`config.mk`:
```
export PLATFORM = sky130hd
export DESIGN_NAME = io_input_arbiter
export DESIGN_NICKNAME = d
export VERILOG_FILES = /design/src/rtl/io_input_arbiter.sv
export SDC_FILE = /design/constraint.sdc
export NUM_CORES = 1
export LEC_CHECK = 0
export CAP_MARGIN = 20
export CORE_ASPECT_RATIO = 0.7
export CORE_MARGIN = 2
export CORE_UTILIZATION = 50
export CTS_CLUSTER_SIZE = 28
export DETAILED_ROUTE_END_ITERATION = 7
export MAX_ROUTING_LAYER = met4
export PLACE_DENSITY = 0.81
export REMOVE_ABC_BUFFERS = 1
export SYNTH_ARGS = -nofsm -noshare
export SYNTH_HDL_FRONTEND = slang
export SYNTH_SLANG_ARGS = --single-unit
```
`constraint.sdc`:
```
create_clock -name CLOCK -period 3.8 [get_ports CLOCK]
set_input_delay 1.14 -clock CLOCK [delete_from_list [all_inputs] [get_ports CLOCK]]
set_output_delay 1.14 -clock CLOCK [all_outputs]
set_load 0.02 [all_outputs]
```
`src/rtl/io_input_arbiter.sv`:
```
// io_input_arbiter: grants the shared G-15 input character path to one of five
// input devices (0 tape, 1 photo, 2 type, 3 mag, 4 card) for a whole block and
// forwards the owner's 5-bit frames as single-cycle pulses toward OB1-OB5.
// Optional feature: define IO_ARB_TIMEOUT_EN to enable forced release of an
// owner that stays silent for TIMEOUT_CYCLES WAIT cycles.
//
// Handshake: dev_req[i] is the device's valid; the arbiter is ready for device i
// only while i owns the grant, the state is WAIT and DIG_SLOT is high. A frame
// is taken in the cycle valid and ready are both high; dev_ack[i] pulses on the
// following cycle, and the device must hold dev_code/dev_eob until that ack.
module io_input_arbiter #(
  parameter int TIMEOUT_CYCLES = 4096
) (
  input  logic        CLOCK,
  input  logic        rst_n,
  input  logic        IN,
  input  logic        READY,
  input  logic        DIG_SLOT,
  input  logic [4:0]  dev_req,
  input  logic [24:0] dev_code,
  input  logic [4:0]  dev_eob,
  output logic [4:0]  dev_ack,
  output logic [4:0]  IN_CODE,
  output logic [4:0]  GRANT,
  output logic        BUSY,
  output logic        TIMEOUT,
  output logic [1:0]  dbg_state
);

  typedef enum logic [1:0] {
    S_IDLE = 2'd0,
    S_WAIT = 2'd1,
    S_DONE = 2'd2
  } state_t;

  state_t     state, state_n;
  logic [4:0] grant_q, grant_n;
  logic [2:0] owner_q, owner_n;
  logic [2:0] last_q, last_n;
  logic [4:0] code_q, code_n;
  logic [4:0] ack_q, ack_n;
  logic       busy_q, busy_n;
  logic [2:0] pick;
  logic [4:0] owner_code;
  logic       abort;

`ifdef IO_ARB_TIMEOUT_EN
  localparam logic [15:0] TO_LAST = 16'(TIMEOUT_CYCLES - 1);
  logic [15:0] cnt_q, cnt_n;
  logic        timeout_q, timeout_n;
`endif

  // Index arithmetic modulo 5 for the round-robin search.
  function automatic logic [2:0] mod5(input logic [3:0] v);
    if (v >= 4'd5) return 3'(v - 4'd5);
    else           return 3'(v);
  endfunction

  assign abort = ~IN | READY;

  // Round-robin pick: the first requester after `last`, `last` itself lowest.
  always_comb begin
    pick = last_q;
    for (int k = 5; k >= 1; k--) begin
      if (dev_req[mod5({1'b0, last_q} + 4'(k))]) pick = mod5({1'b0, last_q} + 4'(k));
    end
  end

  // Select the current owner's frame from the packed code bus.
  always_comb begin
    owner_code = '0;
    for (int i = 0; i < 5; i++) begin
      if (owner_q == 3'(i)) owner_code = dev_code[i*5 +: 5];
    end
  end

  // Next-state and registered-output computation; abort outranks transfer,
  // transfer outranks timeout.
  always_comb begin
    state_n = state;
    grant_n = grant_q;
    owner_n = owner_q;
    last_n  = last_q;
    code_n  = '0;
    ack_n   = '0;
`ifdef IO_ARB_TIMEOUT_EN
    cnt_n     = cnt_q;
    timeout_n = 1'b0;
`endif
    case (state)
      S_IDLE: begin
        if (IN && !READY && (|dev_req)) begin
          owner_n = pick;
          grant_n = 5'b00001 << pick;
          state_n = S_WAIT;
`ifdef IO_ARB_TIMEOUT_EN
          cnt_n = '0;
`endif
        end
      end
      S_WAIT: begin
        if (abort) begin
          state_n = S_IDLE;
          grant_n = '0;
          last_n  = owner_q;
        end else if (DIG_SLOT && dev_req[owner_q]) begin
          code_n         = owner_code;
          ack_n[owner_q] = 1'b1;
`ifdef IO_ARB_TIMEOUT_EN
          cnt_n = '0;
`endif
          if (dev_eob[owner_q]) begin
            grant_n = '0;
            last_n  = owner_q;
            state_n = S_DONE;
          end
        end
`ifdef IO_ARB_TIMEOUT_EN
        else if (cnt_q == TO_LAST) begin
          timeout_n = 1'b1;
          grant_n   = '0;
          last_n    = owner_q;
          state_n   = S_IDLE;
        end else begin
          cnt_n = cnt_q + 16'd1;
        end
`endif
      end
      S_DONE: begin
        state_n = S_IDLE;
        grant_n = '0;
        if (abort) last_n = owner_q;
      end
      default: begin
        state_n = S_IDLE;
        grant_n = '0;
      end
    endcase
    busy_n = (state_n != S_IDLE);
  end

  // State and output registers with synchronous active-low reset.
  always_ff @(posedge CLOCK) begin
    if (!rst_n) begin
      state   <= S_IDLE;
      grant_q <= '0;
      owner_q <= '0;
      last_q  <= 3'd4;
      code_q  <= '0;
      ack_q   <= '0;
      busy_q  <= 1'b0;
    end else begin
      state   <= state_n;
      grant_q <= grant_n;
      owner_q <= owner_n;
      last_q  <= last_n;
      code_q  <= code_n;
      ack_q   <= ack_n;
      busy_q  <= busy_n;
    end
  end

`ifdef IO_ARB_TIMEOUT_EN
  // Silent-owner watchdog counter and its release pulse.
  always_ff @(posedge CLOCK) begin
    if (!rst_n) begin
      cnt_q     <= '0;
      timeout_q <= 1'b0;
    end else begin
      cnt_q     <= cnt_n;
      timeout_q <= timeout_n;
    end
  end
  assign TIMEOUT = timeout_q;
`else
  assign TIMEOUT = 1'b0;
`endif

  assign GRANT     = grant_q;
  assign IN_CODE   = code_q;
  assign dev_ack   = ack_q;
  assign BUSY      = busy_q;
  assign dbg_state = state;

endmodule

```
**Run 1: metal 1**

Bar = 20 µm. Supply wires on this layer in grey. Cells faint in the background.
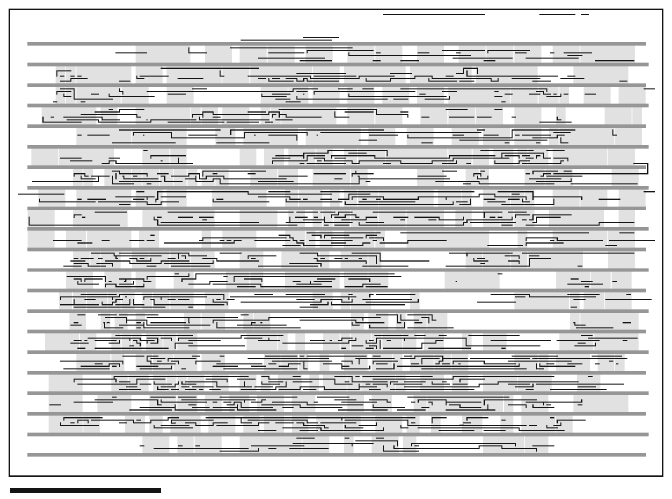
wire length on this layer = 3430 µm
nets with wire on the layer = 347
main direction = horizontal
share of all routed wire = 47%
longest straight run = 27.6 µm

**Run 1: routing congestion**

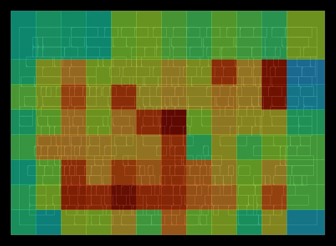
Top Usage Layer GRT: met1
met2 usage: 41.42%
met1 Use GR: 42.20%
Util after Layout: 68.88%
total track usage: 29.26%

==> job_summary.md, run 1 <==
## Implementation flow summary

| Metric | Value |
|---|---|
| Total CTS buffers | `3` |
| Leak | `around 1.2 nW` |
| Insertion Delay late pin | `0.27 ns` |
| YS chip area | `approximately 2400 µm²` |
| Hold-fix buffers at CTS | `0` |
| Pins Over Slew Limit | `0` |
| Syn avg cell area | `8.622 µm²` |
| Clock Tree Root | `clkbuf_8` |
| Switch Pwr | `0.2219 mW` |
| Max transition margin | `approximately 55%` |
| HP Class | `flop to flop` |
| Layout Cells excl Fill | `386` |
| Dominant kind of combinational cell | `AND-OR/OR-AND gates` |
| Status | `complete, no violations` |
| CTS max path bufs | `2` |
| Final setup viols | `0` |
| DRT antenna net count | `0` |
| Adder Share, Synth | `under 10%` |
| Vias/cell | `around 6.2` |
| Diode count | `0` |
| Number of flops mapped to enable cells by yosys | `0` |
| Final hold viol count | `0` |
| Placed cells | `~380` |
| Postcts setup bufs | `0` |
| Worst Setup Start Kind | `input port` |
| Post-route DRC violation count | `0` |
| Setup TNS | `0 ns` |
| Die height | `61.62 µm` |
| Routed wire length | `7.269 mm` |
| # rows | `20` |
| CP endpoint kind | `flop` |
| # IOs | `between 50 and 60` |
| IO Port Bufs | `57` |
| Peak supply drop | `170.2 µV` |
| Largest net degree at the start of global routing | `31` |
| CTS tree | `done` |
| DPL Wire Length | `~5.9 mm` |
| CTS clk-pin slew, worst paths | `0.09 ns` |
| Clk sinks | `24` |
| Top cells excl fill/tap | `57 x clkdlybuf4s50_1, 24 x dfxtp_1, 24 x nor2_1, 23 x nand2_1, 13 x nand2b_1` |
| Core Footprint | `4454 µm²` |
| Final period util | `91.17%` |
| Int Power | `0.5303 mW` |
| Total number of vias | `2401` |
| Tool warnings | `33` |
| DRT Pass-1 Iters | `5` |
| Logic pwr share | `34.8%` |
| WP data arrival | `3.64 ns` |
| Ys cells | `275` |
| Syn Inst Count | `275` |
| H-tree Lvls | `1` |
| Die Wd | `around 86 µm` |
| Area fraction in mux cells | `11.56%` |
| Sw frac | `29.50%` |
| Period minus WS final | `3.464 ns` |
| Kind of critical path | `input port to flop` |
| Initial antenna violation count | `0` |
| Vias in the first global route | `2198` |
| Flop pwr share | `a little over a third` |
| Synth cell types | `68` |
| Asr flop ratio synth | `0%` |
| Fmax | `288.7 MHz` |
| Clock network power share | `29.4%` |
| Post-CTS sizing | `0` |
| Grt total ovfl | `0` |
| Actual slew at the worst max-slew pin | `0.6713 ns` |
| RePlAce Congestion | `1.025` |
| First-pass GRT wire length | `11.49 mm` |
| Synth Area in Simple Gates | `21.79%` |
| Proportion of layout cells with a drive suffix above 1 | `about an eighth` |
| P&R area growth vs syn | `29.39%` |
| Flops & latches, synth | `24` |
| Main synth FF type | `dfxtp_1` |
| Most numerous logic cell after layout | `clkdlybuf4s50_1` |
| NumNets Final | `384` |
| Layout fillers | `about 370` |
| Critical path fanouts, max | `6` |
| Syn. warnings | `0` |
| PD cells | `245.2 nW/µm²` |
| Synth Area in XOR/XNOR | `1.794%` |
| Post-Synthesis Cell Area | `~2400 µm²` |
| Initial DRC count | `266` |
| DIE AREA | `5318 µm²` |
| Routed len/inst | `18.83 µm` |
**Run 1: register map, names as in the netlist**

Bar = 20 µm. Other sequential cells in the stronger grey, the rest of the logic in the fainter grey.
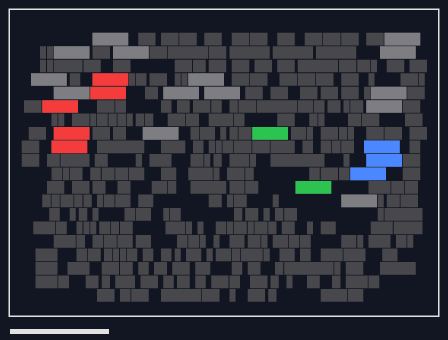
blue -> `last_q`  # sequential cells 3
green -> `dbg_state`  # sequential cells 2
red -> `GRANT`  # sequential cells 5
Flop area: 480.5 µm²
flop share of the area: 15.66%
Flop+latch power: 0.269 mW

[run 1: cell usage after synthesis, types with 4 or more instances]
library cell / instances / area share [%]
mux2i_1: 8 / 3.4
dfxtp_1: 24 / 20
a211oi_1: 6 / 1.9
ha_1: 11 / 5.8
a22o_1: 6 / 2.2
inv_1: 9 / 1.4
nor2_1: 24 / 3.8
nor4_1: 5 / 1.3
o21ai_0: 10 / 2.1
nand2b_1: 13 / 3.4
a21oi_1: 10 / 2.1
nand2_1: 23 / 3.6
o211ai_1: 5 / 1.6
a21o_1: 4 / 1.3
nor2b_1: 12 / 3.2
a22oi_1: 9 / 2.8
clkbuf_1: 5 / 0.79
mux4_2: 7 / 6.6
buf_2: 5 / 1.1
nand3_1: 5 / 1.1
[run 1: per-layer routing]
metal	wire, µm	global-route usage (%)	vias to the layer above
li1	-	-	1150
met3	673	8.713	6
met2	3102	41.42	124
met4	61	3.571	0
met5	0	-	-
met1	3432	42.20	1121
[run 1: cell type report]
class	instances	area (µm²)	area share, %
timing repair buffer	68	653.1	21.29
inverter	11	43.79	1.427
sequential	24	480.5	15.66
tap	55	68.82	2.243
clock buffer	3	41.29	1.346
multi-input combinational	224	1750	57.06
clock inverter	1	30.03	0.9788
[run 1: critical path, cell delays in order]
cell and delay [ns]:
clkdlybuf4s50_1 0.56, nand2b_1 0.08, a2111oi_0 0.48, o22ai_1 0.16, a21o_1 0.21, and2_1 0.16
o31ai_1 0.29, a22oi_2 0.20, o41ai_2 0.35
[run 1: power groups by stage]
stage | Combinational, mW | Clock (mW) | Sequential [mW]
floorplan | 0.153 | 0 | 0.280
global placement | 0.254 | 0 | 0.274
detailed placement | 0.258 | 0 | 0.275
global route | 0.284 | 0.232 | 0.270
CTS | 0.259 | 0.222 | 0.269
finish | 0.262 | 0.221 | 0.269
[run 1: sequential cells by signal, summed over array words and instances, names as in the netlist]
register	count
last_q	3
GRANT	5
dev_ack	5
dbg_state	2
IN_CODE	5
owner_q	3
BUSY	1
[run 1: cell families after synthesis]
group,after synthesis
flops,24
compound gates,89
other cells,1
buf+inv,27
xor+xnor,4
mux,18
simple gates,100
fa+ha+maj,12
[run 1: worst paths after layout]
| kind | startpoint | end | slack, ns | cells past startpoint |
|---|---|---|---|---|
| setup / recovery | dev_req[0] | GRANT[1] | 0.34 | 9 |
| hold reg to reg | GRANT[3] | GRANT[3] | 0.48 | 2 |
| setup reg to reg | last_q[1] | GRANT[0] | 0.51 | 12 |
| hold / removal | GRANT[3] | GRANT[3] | 0.48 | 2 |
[run 1: metrics by stage]
step / total power, mW / cell area, µm² / hold slack (ns) / worst slack [ns]
5_1_grt: 0.7860 / 3068 / 0.5124 / 0.1931
2_1_floorplan: 0.4336 / 2275 / 0.4549 / 0.3827
4_1_cts: 0.7498 / 3068 / 0.4881 / 0.3633
6_report: 0.7522 / 3068 / 0.4847 / 0.3357
3_5_place_dp: 0.5332 / 2997 / 0.4550 / 0.06698
3_3_place_gp: 0.5286 / 2997 / 0.4476 / 0.1644
**Run 1: signal wires by layer**

Only two layers are drawn.
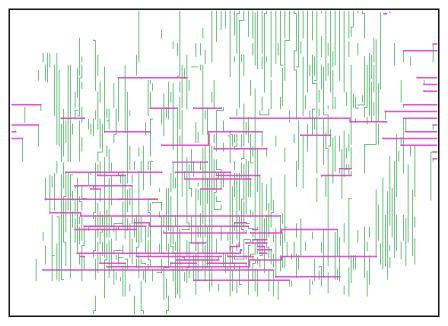

==> run 1 -> run 2 <==
--- a/config.mk
+++ b/config.mk
@@ -6,14 +6,16 @@
 export NUM_CORES = 1
 export LEC_CHECK = 0
 export CAP_MARGIN = 20
-export CORE_ASPECT_RATIO = 0.7
+export CORE_ASPECT_RATIO = 1.1
 export CORE_MARGIN = 2
 export CORE_UTILIZATION = 50
 export CTS_CLUSTER_SIZE = 28
 export DETAILED_ROUTE_END_ITERATION = 7
+export GPL_ROUTABILITY_DRIVEN = 1
 export MAX_ROUTING_LAYER = met4
 export PLACE_DENSITY = 0.81
 export REMOVE_ABC_BUFFERS = 1
+export SETUP_SLACK_MARGIN = 0.1
 export SYNTH_ARGS = -nofsm -noshare
 export SYNTH_HDL_FRONTEND = slang
 export SYNTH_SLANG_ARGS = --single-unit
**Run 2: signal wires by layer**

Only two layers are drawn.
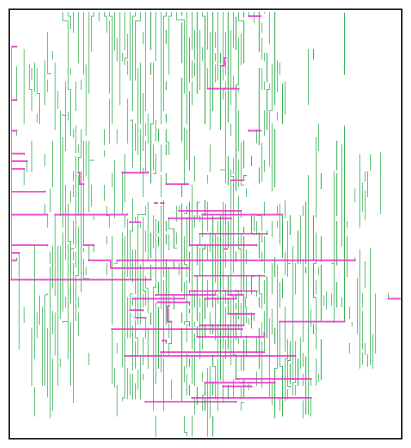
green -> M2  # wire length 3630 µm
magenta -> M3  # wire length 463 µm
routed len/inst: 18.27 µm
total track usage: 27.98%
routed wire length: 7.069 mm
total number of vias: 2417

**Run 2: metal 1**

Bar = 20 µm. Supply wires on this layer in grey. Cells faint in the background.
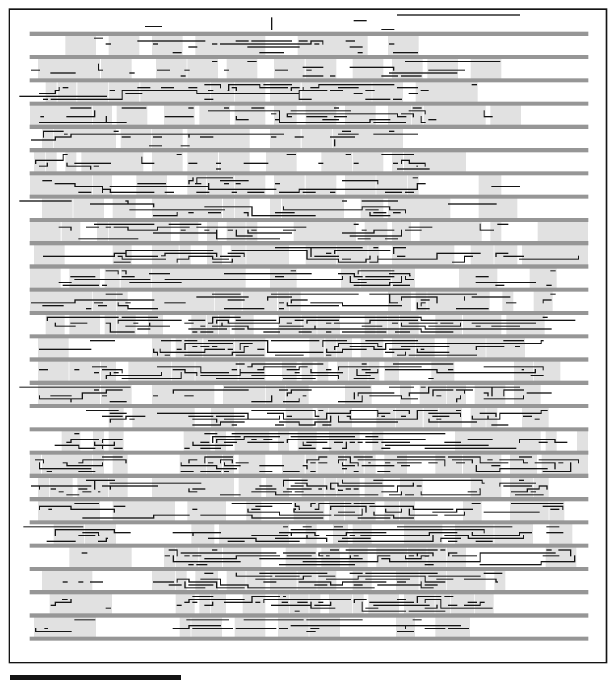
wire length on this layer = 2870 µm
nets with wire on the layer = 346
met1 Use GR: 34.52%

==> job_summary.md, run 2 <==
## Implementation flow summary

| Metric | Value |
|---|---|
| DPL Wire Length | `about 5.5 mm` |
| # IOs | `about 59` |
| Postcts setup bufs | `0` |
| Placed cells | `383` |
| Proportion of layout cells with a drive suffix above 1 | `13.29%` |
| CP max-delay cell | `clkdlybuf4s50_1` |
| Flops & latches, synth | `24` |
| Vias in the first global route | `2387` |
| IO Port Bufs | `around 57` |
| Clk sinks | `24` |
| Ys cells | `275` |
| Status | `complete, no violations` |
| Asr flop ratio synth | `0%` |
| Final period util | `89.45%` |
| Insertion Delay late pin | `between 0.2 and 0.3 ns` |
| Die Wd | `roughly 70 µm` |
| Top-area cell share | `20.26%` |
| Largest net degree at the start of global routing | `31` |
| Final setup viols | `0` |
| Hold-fix buffers at CTS | `0` |
| Main synth FF type | `dfxtp_1` |
| # rows | `26` |
| Peak supply drop | `about 310 µV` |
| Fmax | `294.2 MHz` |
| Placed Area | `about 3000 µm²` |
| Initial DRC count | `182` |
| Tool warnings | `33` |
| Layout Cells excl Fill | `387` |
| Number of flops mapped to enable cells by yosys | `0` |
| Most numerous logic cell after layout | `clkdlybuf4s50_1` |
| Critical Path RT | `~4 ns` |
| Period minus WS final | `3.399 ns` |
| Util after Layout | `66.44%` |
| Syn Inst Count | `275` |
| Critical path fanouts, max | `7` |
| Post-Synthesis Cell Area | `between 2000 and 2500 µm²` |
| CP max stage delay | `between 0.5 and 0.6 ns` |
| Post-CTS sizing | `0` |
| CTS clk-pin slew, worst paths | `0.08 ns` |
| Grt total ovfl | `0` |
| Vias/cell | `6.245` |
| Setup WS pre-CTS | `0.2073 ns` |
| Number of max-cap violations | `0` |
| Total CTS buffers | `3` |
| Setup TNS | `0 ns` |
| P&R area growth vs syn | `29.45%` |
| CTS tree | `done` |
| YS chip area | `2371 µm²` |
| Diode count | `0` |
| HP Class | `flop to flop` |
| Top cells excl fill/tap | `57 x clkdlybuf4s50_1, 24 x dfxtp_1, 24 x nor2_1, 23 x nand2_1, 13 x nand2b_1` |
| CP Cell Sequence | `clkdlybuf4s50_1 > mux2i_1 > a211o_2 > o211ai_1 > a31oi_2 > o2111ai_1 > o221ai_4 > inv_4 > o41ai_2` |
| Final WS setup | `0.4010 ns` |
| Top area cell types | `dfxtp_1 20%, mux4_2 6.6%, ha_1 5.8%` |
| Cell family with most CP delay | `AND-OR/OR-AND gates` |
| Finished layout cell area | `3069 µm²` |
| Max transition margin | `64.87%` |
| Total Power | `0.7563 mW` |
| Worst path bufs/invs | `2` |
| Leak | `1.160 nW` |
| RePlAce Congestion | `1.056` |
| PD cells | `between 200 and 250 nW/µm²` |
| CTS max path bufs | `2` |
| Clock Tree Root | `clkbuf_8` |
| First-pass GRT wire length | `11.62 mm` |
| Top cells by count, synth | `24 x dfxtp_1, 24 x nor2_1, 23 x nand2_1, 13 x nand2b_1, 12 x nor2b_1` |
| WP data arrival | `3.58 ns` |
| Final hold slack | `roughly 0.48 ns` |
| Worst Setup Start Kind | `input port` |
| Synth cell types | `68` |
| DRT Pass-1 Iters | `4` |
| Initial antenna violation count | `0` |
| Syn avg cell area | `8.622 µm²` |
| DIE AREA | `5309 µm²` |
| Unrepaired setup endpoints after global routing | `no` |
| Cell taking the most area after synthesis | `dfxtp_1` |
| CP endpoint kind | `flop` |
| Final hold viol count | `0` |
| H-tree Lvls | `1` |
| NumNets Final | `384` |
| Syn. warnings | `0` |
| Kind of critical path | `input port to flop` |
| Die height | `76.23 µm` |
| DRT antenna net count | `0` |
| Initial core utilization | `51.33%` |
| Pins Over Slew Limit | `0` |
| Post-route DRC violation count | `0` |
| Core Footprint | `4619 µm²` |
| Actual slew at the worst max-slew pin | `~0.52 ns` |
-- run 2: path summary, 6_finish.rpt --
| check | cells after the start | from | to | slack, ns |
|---|---|---|---|---|
| setup / recovery | 9 | dev_req[2] | GRANT[3] | 0.40 |
| setup reg to reg | 10 | last_q[1] | GRANT[3] | 0.51 |
| hold / removal | 1 | GRANT[2] | GRANT[2] | 0.48 |
| hold reg to reg | 1 | GRANT[2] | GRANT[2] | 0.48 |
-- run 2: routing by layer --
metal	up-vias	wire [µm]	share of wire [%]	track usage, %
met5	-	0	0	-
met4	0	110	1.6	7.500
met3	12	462	6.5	4.365
met2	96	3630	51	47.79
met1	1164	2866	41	34.52
li1	1145	-	-	-
-- run 2: cells by family after synthesis --
logic type / synth area share (%)
AOI/OAI and AO/OA: 31.87
xor gates and xnor gates: 1.795
adders and majority gates: 6.649
buffers and inverters: 5.910
DFF: 20.26
muxes: 11.56
other: 0.1582
and+or+nand+nor: 21.79
-- run 2: layout make-up --
type	count	area, µm²
Sequential cell	24	480.5
Multi-Input combinational cell	224	1750
Tap cell	56	70.07
Clock buffer	3	41.29
Timing Repair Buffer	68	653.1
Clock inverter	1	30.03
Inverter	11	43.79
Fill cell	390	1550
-- run 2: where the power goes --
part / internal (mW) / total [mW] / switching (mW)
logic: 0.132 / 0.268 / 0.136
registers: 0.258 / 0.263 / 0.00582
clock network: 0.141 / 0.225 / 0.0842
-- run 2: worst reg2reg max path: cells and delay by family (launching register included) --
| family | cells | cell delay, ns |
|---|---|---|
| compound gates | 6 | 1.52 |
| fa+ha+maj | 1 | 0.61 |
| buf+inv | 2 | 0.28 |
| flops | 1 | 0.44 |
| mux | 1 | 0.36 |
**Run 2: routing congestion**

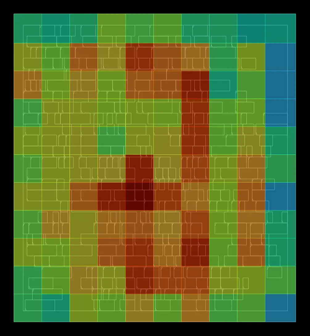

==> run 2 -> run 3 <==
==> constraint.sdc (replaced) <==
create_clock -name CLOCK -period 3.17 [get_ports CLOCK]
set_input_delay 0.951 -clock CLOCK [delete_from_list [all_inputs] [get_ports CLOCK]]
set_output_delay 0.951 -clock CLOCK [all_outputs]
set_load 0.02 [all_outputs]
**Run 3: routing congestion**

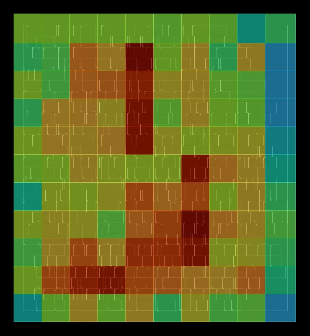
grt met3 use: 6.349%
total track usage: 29.59%

==> job_summary.md, run 3 <==
## Implementation flow summary

| Metric | Value |
|---|---|
| YS chip area | `about 2400 µm²` |
| Worst Setup Start Kind | `flop` |
| Total number of vias | `2604` |
| Ys cells | `275` |
| Fmax | `about 350 MHz` |
| Top-area cell share | `20.26%` |
| CTS max path bufs | `2` |
| Routed len/inst | `18.09 µm` |
| Hold-fix buffers at CTS | `0` |
| Met1 Use GR | `38.94%` |
| CP endpoint kind | `flop` |
| Asr flop ratio synth | `0%` |
| Cell taking the most area after synthesis | `dfxtp_1` |
| Initial antenna violation count | `0` |
| CTS clk-pin slew, worst paths | `roughly 0.09 ns` |
| Grt total ovfl | `0` |
| Placed Area | `3261 µm²` |
| Kind of critical path | `flop to flop` |
| Top Usage Layer GRT | `met2` |
| P&R area growth vs syn | `44.01%` |
| CP Depth | `11` |
| Insertion Delay late pin | `approximately 0.27 ns` |
| CTS tree | `done` |
| DIE AREA | `5309 µm²` |
| Unrepaired setup endpoints after global routing | `no` |
| Status | `complete, no violations` |
| Critical Path RT | `3.35 ns` |
| Flops & latches, synth | `24` |
| Syn. warnings | `0` |
| Critical path fanouts, max | `10` |
| CP startpoint | `last_q[1]` |
| Number of flops mapped to enable cells by yosys | `0` |
| RR Startpoint | `last_q[1]` |
| H-tree Lvls | `1` |
| Main synth FF type | `dfxtp_1` |
| Worst path bufs/invs | `2` |
| Total CTS buffers | `3` |
| Proportion of layout cells with a drive suffix above 1 | `25.07%` |
| Tool warnings | `33` |
| Post-route DRC violation count | `0` |
| # rows | `26` |
| NumNets Final | `420` |
| Peak supply drop | `268.6 µV` |
| Reg2reg end | `GRANT[1]` |
| Pins Over Slew Limit | `0` |
| Vias/cell | `between 6 and 7` |
| HP Class | `flop to flop` |
| Layout fillers | `355` |
| Largest net degree at the start of global routing | `20` |
| DRT antenna net count | `0` |
| Final setup viols | `0` |
| PD cells | `~280 nW/µm²` |
| Top cells excl fill/tap | `53 x clkdlybuf4s50_1, 47 x buf_4, 24 x dfxtp_1, 24 x nor2_1, 23 x nand2_1` |
| Syn Inst Count | `approximately 280` |
| Most numerous logic cell after layout | `clkdlybuf4s50_1` |
| Finished layout cell area | `3415 µm²` |
**Run 3: wires at chosen ports, followed through buffers**

Bar = 20 µm.
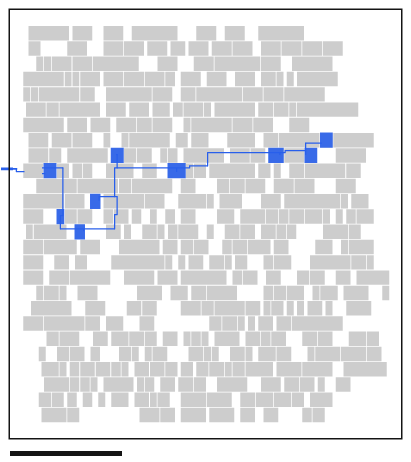
blue -> `rst_n`  # direction input, end cells 9, buffers 1, wire 88.8 µm
IO Port Bufs: 57
# IOs: 59

-- run 3: cell families after synthesis --
kind of cell               Yosys count  synth area share, %
and+or+nand+nor                    100                21.79
buffers and inverters               27                5.910
muxes                               18                11.56
xor gates and xnor gates             4                1.795
DFF                                 24                20.26
other                                1               0.1582
adders and majority gates           12                6.649
AOI/OAI and AO/OA                   89                31.87
-- run 3: power breakdown --
group | switching, mW | internal (mW) | leakage, nW
Sequential | 0.0135 | 0.309 | 0.194
Combinational | 0.170 | 0.193 | 1.14
Clock | 0.100 | 0.169 | 0.0357
-- run 3: layer usage --
layer | wire length [µm] | share of wire [%] | vias up
li1 | - | - | 1223
met1 | 3163 | 41 | 1244
met2 | 3713 | 49 | 118
met3 | 600 | 7.8 | 19
met4 | 175 | 2.3 | 0
met5 | 0 | 0 | -
-- run 3: stage by stage --
stage,std cells,setup slack (ns),hold slack (ns),TNS [ns],power (mW)
2_1_floorplan,259,-0.2473,0.4549,-1.030,0.5198
3_3_place_gp,418,-0.1610,0.4399,-0.9495,0.6649
3_5_place_dp,418,-0.2336,0.4487,-1.421,0.6719
4_1_cts,422,0.1134,0.4744,0,0.9392
5_1_grt,423,0.09272,0.4985,0,0.9910
6_report,423,0.2892,0.4702,0,0.9543
-- run 3: worst min-delay path by stage --
stage | depth (start not counted) | slack (ns) | to | startpoint
after floorplan | 1 | 0.45 | dev_ack[0] | owner_q[2]
after global placement | 2 | 0.44 | GRANT[3] | GRANT[3]
after detailed placement | 2 | 0.45 | GRANT[3] | GRANT[3]
after CTS | 2 | 0.47 | GRANT[3] | GRANT[3]
after global routing | 2 | 0.50 | GRANT[3] | GRANT[3]
final | 2 | 0.47 | GRANT[3] | GRANT[3]
-- run 3: timing repair --
item | 4_1_cts | 5_1_grt
setup endpoints to repair | 3 | 10
setup buffers | 0 | 1
resized | 3 | 16
pin swaps | 1 | 2
-- run 3: cell type report --
class                   count  area (µm²)  share of cell area, %
multi-input cells         224        1815                  53.17
well taps                  56       70.07                  2.052
clock inverters             1       30.03                 0.8794
inverters                  11       43.79                  1.283
flip-flops and latches     24       480.5                  14.07
clock buffers               3       41.29                  1.209
repair buffers            104       933.4                  27.34
-- run 3: worst min-delay path: stages (launching register included) --
cell	delay (ns)
dfxtp_1	0.34
nand2_1	0.06
o41ai_2	0.04
No activity file was given, so power comes from the tool's default toggle rates.
